Run 1, metal 1:
The bar under the picture is 20 um long.
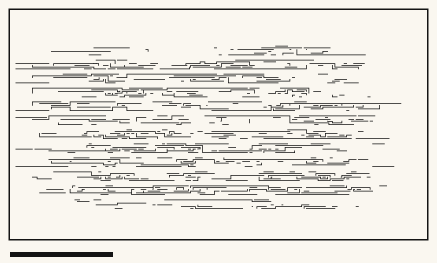
Run 1, met2 routing:
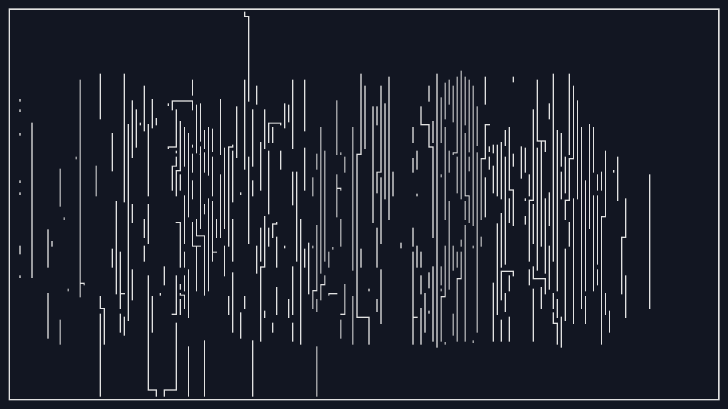
Run 1, met3 routing:
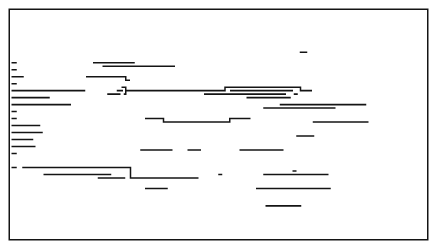
Run 1, wires at chosen ports, followed through buffers:
The bar under the picture is 20 um long.
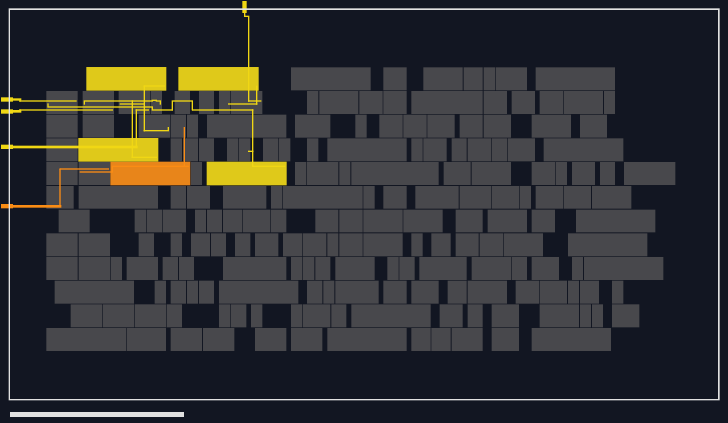
Design sar_search, sky130hd; sources not shown.
==> flow_summary.json, run 1 <==
{
  "ys_types": 47,
  "drt-initial-drc-count": 101,
  "power_leader": "combinational logic",
  "core-area_um2": 2370,
  "clock_latency_ps": 270,
  "firstDrtPassIters": 4,
  "switchingPower_mw": 1.10,
  "synth_stat.cells": 159,
  "grt_overflow": 0,
  "setup_ws_ps": 71.6,
  "common_cells": "dfrtp_1 (21), inv_1 (17), ha_1 (15), o21ai_0 (14), nand2_1 (11)",
  "critPathBufInv": 4,
  "fin_skew_ps": 4.45,
  "max_stage_delay_ps": 630,
  "nWellTaps": 35,
  "yosys_most_used_dff": "dfrtp_1",
  "p_sw_frac": 0.464,
  "die-area_um2": 3620,
  "nets": 220,
  "instances_no_fill": 230,
  "synth_warnings": 0,
  "clk_path_buf_depth": 2,
  "synth_top_area_share": 0.357,
  "slew_headroom": 0.360,
  "simple_gate_share": 0.144,
  "synth_flop_count": 21,
  "top_area_cell": "dfrtp_1",
  "path_max_fanout": 4,
  "setup_tns_ps": 0,
  "antennaDiodeCount": 0,
  "die_x_um": 81.2,
  "ys_chip_area_um2": 1470,
  "area_leaders": "dfrtp_1 (36%), ha_1 (13%), o21ai_0 (4.8%)",
  "grtUsageTotal": 0.232,
  "comb_cells": 116,
  "ys_seq_frac": 0.357,
  "cts_hold_buf": 0,
  "synth.net_count": 183,
  "synth_cells": 159,
  "grt_max_degree": 22,
  "status": "completed",
  "clockPowerShare": 0.074
}
## Picture notes: 'metal 1'
The wires run mostly horizontal. The longest straight run is 23.5 um. 201 nets have wire on it. The layer carries 1750 um of wire.
final WL: 3.74 mm
met1 usage: 0.327
routed vias: 1303

## Picture notes: 'met2 routing'
The longest straight run is 31.3 um. The wires run mostly vertical.
M2 GR Usage: 0.357

## Picture notes: 'met3 routing'
The layer holds 9.2% of the routed length. 38 nets have wire on it. The wires run mostly horizontal.
GR Util met3: 0.0610

## Picture notes: 'wires at chosen ports, followed through buffers'
`found`: marked orange, bits 1, direction output, end cells 1, buffers 1, wire 32.6 um. `result`: marked yellow, bits 4, direction output, end cells 4, buffers 4, wire 125 um.
# IOs: 23
port bufs: 22

--- run 2 (diff from run 1) ---
--- a/config.mk
+++ b/config.mk
@@ -5,6 +5,7 @@
 export SDC_FILE = /design/constraint.sdc
 export NUM_CORES = 1
 export LEC_CHECK = 0
+export ABC_CLOCK_PERIOD_IN_PS = 3300
 export CORE_ASPECT_RATIO = 0.5
 export CORE_MARGIN = 4
 export CORE_UTILIZATION = 55
==> run 2 against run 1 <==
  * Clock skew unchanged
  * Critical path depth unchanged
  * Sequential share of layout area did not move
  * Critical path type unchanged
  * Highest routed layer unchanged
  * Synthesized cell count unchanged
==> flow_summary.json, run 2 <==
{
  "synth_stat.cells": 159,
  "drt-initial-drc-count": 101,
  "comb_cells": 116,
  "grtUsageTotal": 0.232,
  "status": "completed",
  "io_buffers": 22,
  "firstDrtPassIters": 4,
  "antennaDiodeCount": 0,
  "ys_types": 47,
  "grtUsageMet1": 0.327,
  "nets": 220,
  "synth_flop_count": 21,
  "top_area_cell": "dfrtp_1",
  "common_cells": "dfrtp_1 (21), inv_1 (17), ha_1 (15), o21ai_0 (14), nand2_1 (11)",
  "clockPowerShare": 0.074,
  "power_leader": "combinational logic",
  "instances_no_fill": 230,
  "ys_seq_frac": 0.357,
  "yosys_most_used_dff": "dfrtp_1",
  "area_leaders": "dfrtp_1 (36%), ha_1 (13%), o21ai_0 (4.8%)",
  "synth_warnings": 0
}
Run 2, metal 1:
The bar under the picture is 20 um long.
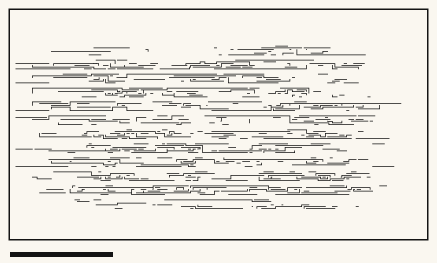
201 nets have wire on it. The layer carries 1750 um of wire. The longest straight run is 23.5 um.

Run 2, met2 routing:
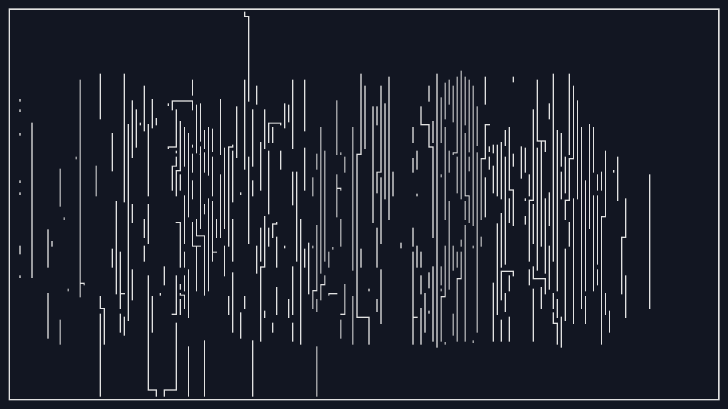
The wires run mostly vertical. The layer carries 1590 um of wire. The layer holds 43% of the routed length. 192 nets have wire on it.

Run 2, met3 routing:
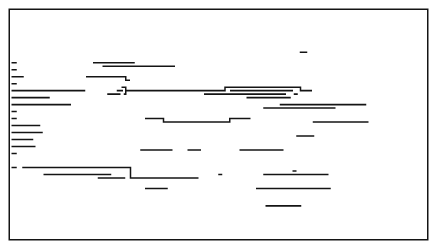
The layer carries 344 um of wire. The layer holds 9.2% of the routed length. 38 nets have wire on it. The longest straight run is 20.9 um.

